**src/rtl/fetch_pkg.sv**
```systemverilog
// Shared fetch-stage types and constants.
// Imported by fetch_unit and its testbench.
package fetch_pkg;
  localparam int PC_W      = 10;
  localparam int INSTR_W   = 9;
  localparam int LUT_DEPTH = 16;
  localparam int LUT_IW    = $clog2(LUT_DEPTH);

  localparam logic [PC_W-1:0]    START_PC   = '0;
  localparam logic [INSTR_W-1:0] HALT_INSTR = 9'h1FF;

  typedef enum logic [1:0] {
    IDLE,
    PRIME,
    RUN,
    DONE
  } fetch_state_t;
endpackage

```
**src/rtl/fetch_unit_jump_lut.sv**
```systemverilog
// Jump-target register file: async read, sync write,
// async reset of every entry to zero.
module jump_lut #(
  parameter int DEPTH = 16,
  parameter int IW    = 4,
  parameter int DW    = 10
) (
  input  logic          clk,
  input  logic          rst_n,
  input  logic          i_wr_en,
  input  logic [IW-1:0] i_wr_addr,
  input  logic [DW-1:0] i_wr_data,
  input  logic [IW-1:0] i_rd_addr,
  output logic [DW-1:0] o_rd_data
);
  logic [DW-1:0] r_mem [DEPTH];

  always_ff @(posedge clk or negedge rst_n) begin
    if (!rst_n) begin
      for (int i = 0; i < DEPTH; i++) r_mem[i] <= '0;
    end else if (i_wr_en) begin
      r_mem[i_wr_addr] <= i_wr_data;
    end
  end

  assign o_rd_data = r_mem[i_rd_addr];
endmodule

```
**src/rtl/fetch_unit.sv**
```systemverilog
// Instruction fetch: PC, jump LUT, ROM drive, start/done.
// FETCH_PERF_CNT_EN enables the retired-instruction counter.
module fetch_unit
  import fetch_pkg::*;
(
  input  logic               clk,
  input  logic               rst_n,
  input  logic               start,
  input  logic               stall,
  input  logic               pc_jmp_en,
  input  logic [LUT_IW-1:0]  lut_ptr,
  input  logic               lut_wr_en,
  input  logic [LUT_IW-1:0]  lut_wr_addr,
  input  logic [PC_W-1:0]    lut_wr_data,
  output logic [PC_W-1:0]    instr_mem_addr,
  input  logic [INSTR_W-1:0] instr_mem_rdata,
  output logic [INSTR_W-1:0] instr,
  output logic               instr_valid,
  output logic [PC_W-1:0]    cur_pc,
  output logic               busy,
  output logic               done,
  output logic [15:0]        instr_count
);
  fetch_state_t    r_state;
  fetch_state_t    w_next;
  logic [PC_W-1:0] r_pc;
  logic [PC_W-1:0] w_tgt;
  logic [PC_W-1:0] w_run_addr;
  logic            w_run;
  logic            w_idle;
  logic            w_go;
  logic            w_halt;
  logic            w_eom;

  assign w_run  = r_state == RUN;
  assign w_idle = (r_state == IDLE) || (r_state == DONE);
  assign w_go   = w_idle && start;
  assign w_halt = w_run && (instr_mem_rdata == HALT_INSTR);
  assign w_eom  = r_pc == '1;

  jump_lut #(
    .DEPTH (LUT_DEPTH),
    .IW    (LUT_IW),
    .DW    (PC_W)
  ) u_lut (
    .clk       (clk),
    .rst_n     (rst_n),
    .i_wr_en   (w_idle && lut_wr_en),
    .i_wr_addr (lut_wr_addr),
    .i_wr_data (lut_wr_data),
    .i_rd_addr (lut_ptr),
    .o_rd_data (w_tgt)
  );

  always_ff @(posedge clk or negedge rst_n) begin
    if (!rst_n) r_state <= IDLE;
    else        r_state <= w_next;
  end

  always_comb begin
    w_next = r_state;
    unique case (r_state)
      IDLE, DONE: if (w_go) w_next = PRIME;
      PRIME:      w_next = RUN;
      RUN: begin
        if (!stall && (w_halt || (w_eom && !pc_jmp_en)))
          w_next = DONE;
      end
      default:    w_next = IDLE;
    endcase
  end

  // Halt and end-of-memory both park the PC; it never wraps.
  always_comb begin
    if (stall || w_halt)  w_run_addr = r_pc;
    else if (pc_jmp_en)   w_run_addr = w_tgt;
    else if (w_eom)       w_run_addr = r_pc;
    else                  w_run_addr = r_pc + PC_W'(1);
  end

  always_comb begin
    busy           = 1'b0;
    done           = 1'b0;
    instr_valid    = 1'b0;
    instr_mem_addr = r_pc;
    unique case (1'b1)
      r_state == PRIME: begin
        busy           = 1'b1;
        instr_mem_addr = START_PC;
      end
      w_run: begin
        busy           = 1'b1;
        instr_valid    = 1'b1;
        instr_mem_addr = w_run_addr;
      end
      r_state == DONE: done = 1'b1;
      default: ;
    endcase
  end

  always_ff @(posedge clk or negedge rst_n) begin
    if (!rst_n)
      r_pc <= START_PC;
    else if (r_state == PRIME || w_run)
      r_pc <= instr_mem_addr;
  end

  assign instr  = instr_valid ? instr_mem_rdata : '0;
  assign cur_pc = r_pc;

`ifdef FETCH_PERF_CNT_EN
  logic [15:0] r_cnt;

  always_ff @(posedge clk or negedge rst_n) begin
    if (!rst_n)
      r_cnt <= '0;
    else if (w_go)
      r_cnt <= '0;
    else if (w_run && !stall && r_cnt != 16'hFFFF)
      r_cnt <= r_cnt + 16'd1;
  end

  assign instr_count = r_cnt;
`else
  assign instr_count = '0;
`endif
endmodule

```
**config.mk**
```make
export PLATFORM = sky130hd
export DESIGN_NAME = fetch_unit
export DESIGN_NICKNAME = d
export VERILOG_FILES = /design/src/rtl/fetch_pkg.sv /design/src/rtl/fetch_unit_jump_lut.sv /design/src/rtl/fetch_unit.sv
export SDC_FILE = /design/constraint.sdc
export NUM_CORES = 1
export LEC_CHECK = 0
export CELL_PAD_IN_SITES_DETAIL_PLACEMENT = 1
export CELL_PAD_IN_SITES_GLOBAL_PLACEMENT = 1
export CORE_ASPECT_RATIO = 1.75
export CORE_UTILIZATION = 45
export DETAILED_ROUTE_END_ITERATION = 8
export GPL_TIMING_DRIVEN = 0
export PLACE_DENSITY = 0.77
export SLEW_MARGIN = 30
export SYNTH_ARGS = -nofsm -noshare
export SYNTH_HDL_FRONTEND = slang
export SYNTH_SLANG_ARGS = --single-unit
```
**constraint.sdc**
```tcl
create_clock -name clk -period 4.7 [get_ports clk]
set_clock_uncertainty 0.05 [all_clocks]
set_input_delay 1.41 -clock clk [delete_from_list [all_inputs] [get_ports clk]]
set_output_delay 1.41 -clock clk [all_outputs]
set_load 0.05 [all_outputs]
```
### Cell placement

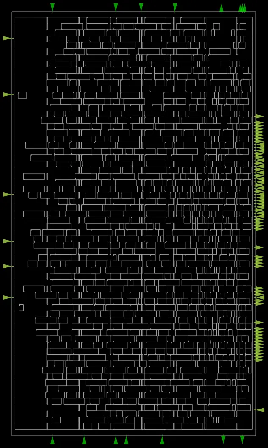
final standard cell utilization of the core: 56.36%
flop count: 172

### Port wiring

(3 px per µm)
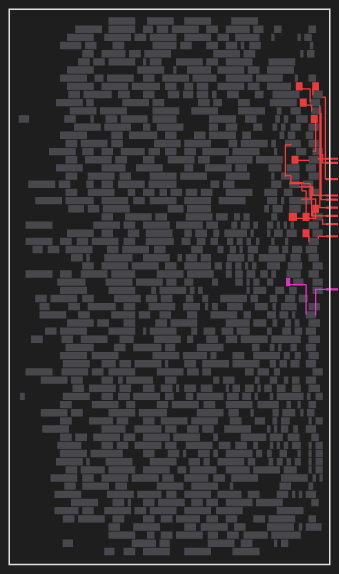
Magenta marks busy, direction output, edge east, end cells 1, buffers 1, wire 28.3 µm. Red marks instr, direction output, edge east, end cells 9, buffers 9, wire 239 µm.
number of placed I/O pins: 81
count of input and output buffers: 61

### Cell area per tile

(3 px per µm) 11 x 18 tiles, from dark blue (low) to red (high), 0 to 100% covered.
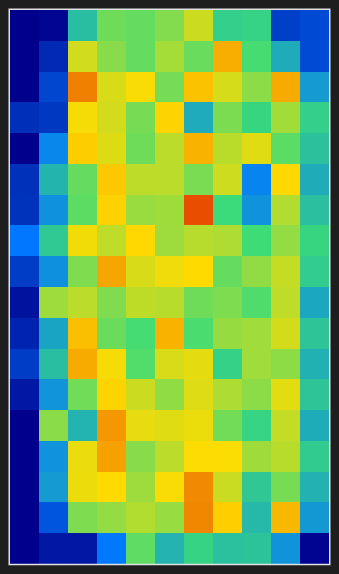
13% of the tiles are over 75% full. The mean over all tiles is 52%. 5.6% of the tiles are nearly empty. The fullest tile reaches 91%.
core utilization at floorplan: 46.13%
placeable core region: 0.01858 mm²

### The metal 1 layer

(4 px per µm) Supply wires on this layer in grey.
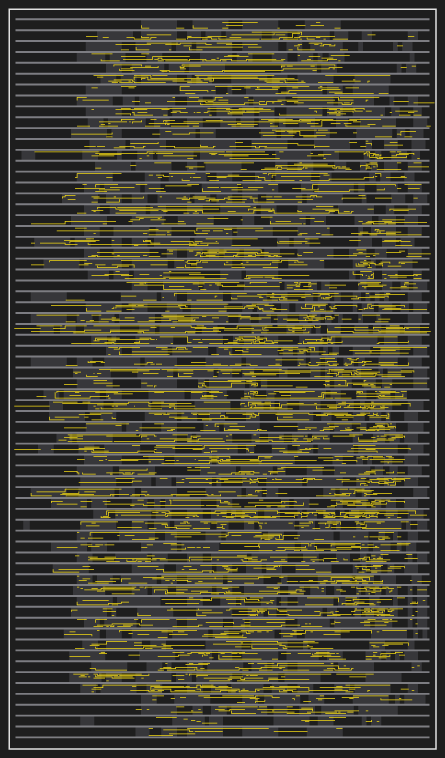
675 nets have wire on it. The longest straight run is 52.9 µm.

### Cells by drive strength

(3 px per µm)
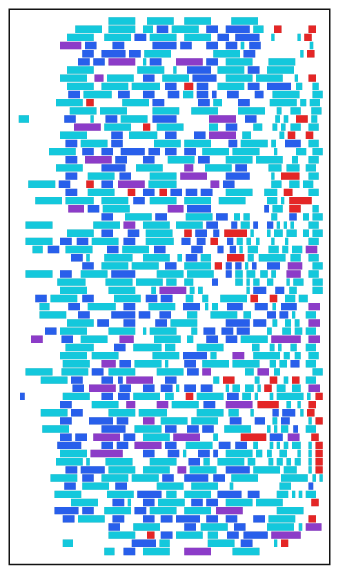
Blue marks x2, cells 234, share 32%. Red marks x3 and x4, cells 45, share 6.2%. Purple marks x6 and larger, cells 46, share 6.4%. Cyan marks x1 and smaller, cells 399, share 55%.

==> run notes <==
Physical implementation

The post-cts resize count is 107. The total of plain and repair buffers excluding clock buffers is 125. The final critical delay including setup and external delays is 4.659 ns.

Wire segments on met3 add up to 982 µm in the final route. The via count normalized by instance count is 6.126. The overall via count from detail_route is 5893. Cell internal power was estimated by the tool at 4.182 mW. The number of nets with antenna violations after detailed routing is 0.

Looking at the power breakdown, the clock network takes 21.5% of the total. According to the report, the first pass of detailed routing completed in 4 iterations. Of the post-synthesis cell area, the part taken by muxes is 33.17%. The finished cells cover 0.01047 mm².

The cell family contributing the most delay on the critical path is buffers and inverters. The area of the synthesized netlist per yosys stat is 0.008571 mm². Yosys instantiated no cell more often than dfrtp_1.

On the reported timing paths, the clock transition at the registers reads 0.06 ns. The vertical die dimension is 184.6 µm. The startpoint of the tightest hold check path is u_lut.r_mem[51]. For this run, the post-layout net count is 748. The worst hold slack across all endpoints is 0.4517 ns. After layout, the design draws a total of 6.444 mW.

The largest fanout on the critical path is 10. At the pin with the least slew margin, the transition time is 1.033 ns. According to the floorplan report, the die width is 106.3 µm. In the final layout, the share of cells above drive strength 1 is 44.89%.

The run finished with clean final reports. Among logic cells in the layout, the one with the most instances is dfrtp_1. By startpoint and endpoint, the worst setup path is classified as in -> out. The CTS tree is done. Combinational logic burns 37.5% of the power. After layout the signal buffers, clock cells excluded, come to 10.63% of cell area. The worst setup path is launched from an input port. The warning tally printed by Yosys for this design is 0. Per the power-grid run, VDD falls by no more than 0.2694 mV. The post-synthesis cell count is 607. The final wirelength is 25900 µm. The worst setup timing slack at the placement stage is -1.493 ns. The global routing report lists met2 layer usage as 50.60%. In the layout the tool counted multi-input logic cells amounting to 386.

In the final timing run, aggregate negative setup slack is 0 ns. The root buffer cell is clkbuf_16. The total buffers and inverters traversed by the critical path is 4. Of the total synthesized cell area, the portion taken by full adders, half adders and majority gates is 0.5839%. Max-slew check failures listed in the final report amount to 0. Among all stages on the critical path, the largest delay is contributed by clkdlybuf4s50_1. Buffers inserted to repair hold after CTS numbered 0.

The cell count along the critical path is 8. Of the synthesized area, sequential elements account for 50.22%. Yosys reports that the most numerous cell types are dfrtp_1, mux2_2, mux4_2.

The tool warning count for the run is 30. The capturing element of the worst setup path is instr_mem_addr[2]. Registers are responsible for 41.0% of the overall power. Counting cells, the worst reg-to-reg path comes to 7.

The cell-mix breakdown from Yosys lists the XOR/XNOR area share as 0%. The share of the synthesized area in the top cell type is 50.22%. The multi-input gate share of total cell area is 39.64%. The worst path setup slack after routing is 0.04086 ns.

The maximum number of buffers from clock root to sink is 2. The start of the worst register-to-register path is r_state[0]. Looking at the hold checks, the worst path lands on u_lut.r_mem[51]. The non-clock inverter count in the final layout is 9. The area growth from synthesis to layout is 22.19%. The final report lists a non-filler cell total of 962.

Of the total synthesized cell area, the portion taken by AND-OR and OR-AND cells is 5.591%. The path class of the tightest hold or removal check is reg -> reg. For reference, the top cells by area after synthesis are dfrtp_1, mux2_2, mux4_2, mux4_1, buf_4. The first-pass GRT wire length is 40390 µm. The largest power group is sequential cells. The sum of routed wire segments on met1 is 9433 µm. Sequential cells consume a total of 2.64 mW. The maximum number of pins on one net before global-route repair is 81. The setup slack of the most critical reg-to-reg path is 2.04 ns. The launch point of the critical path was reported as instr_mem_rdata[4].

The synthesized netlist contains 61 unique library cells. met1 track demand over resource after global routing is 31.18%. The endpoint of the worst-slack reg-to-reg timing path is u_lut.r_mem[141]. The main flop type is dfrtp_1.
Power figures rest on the tool's default switching activity, not on a simulated workload.
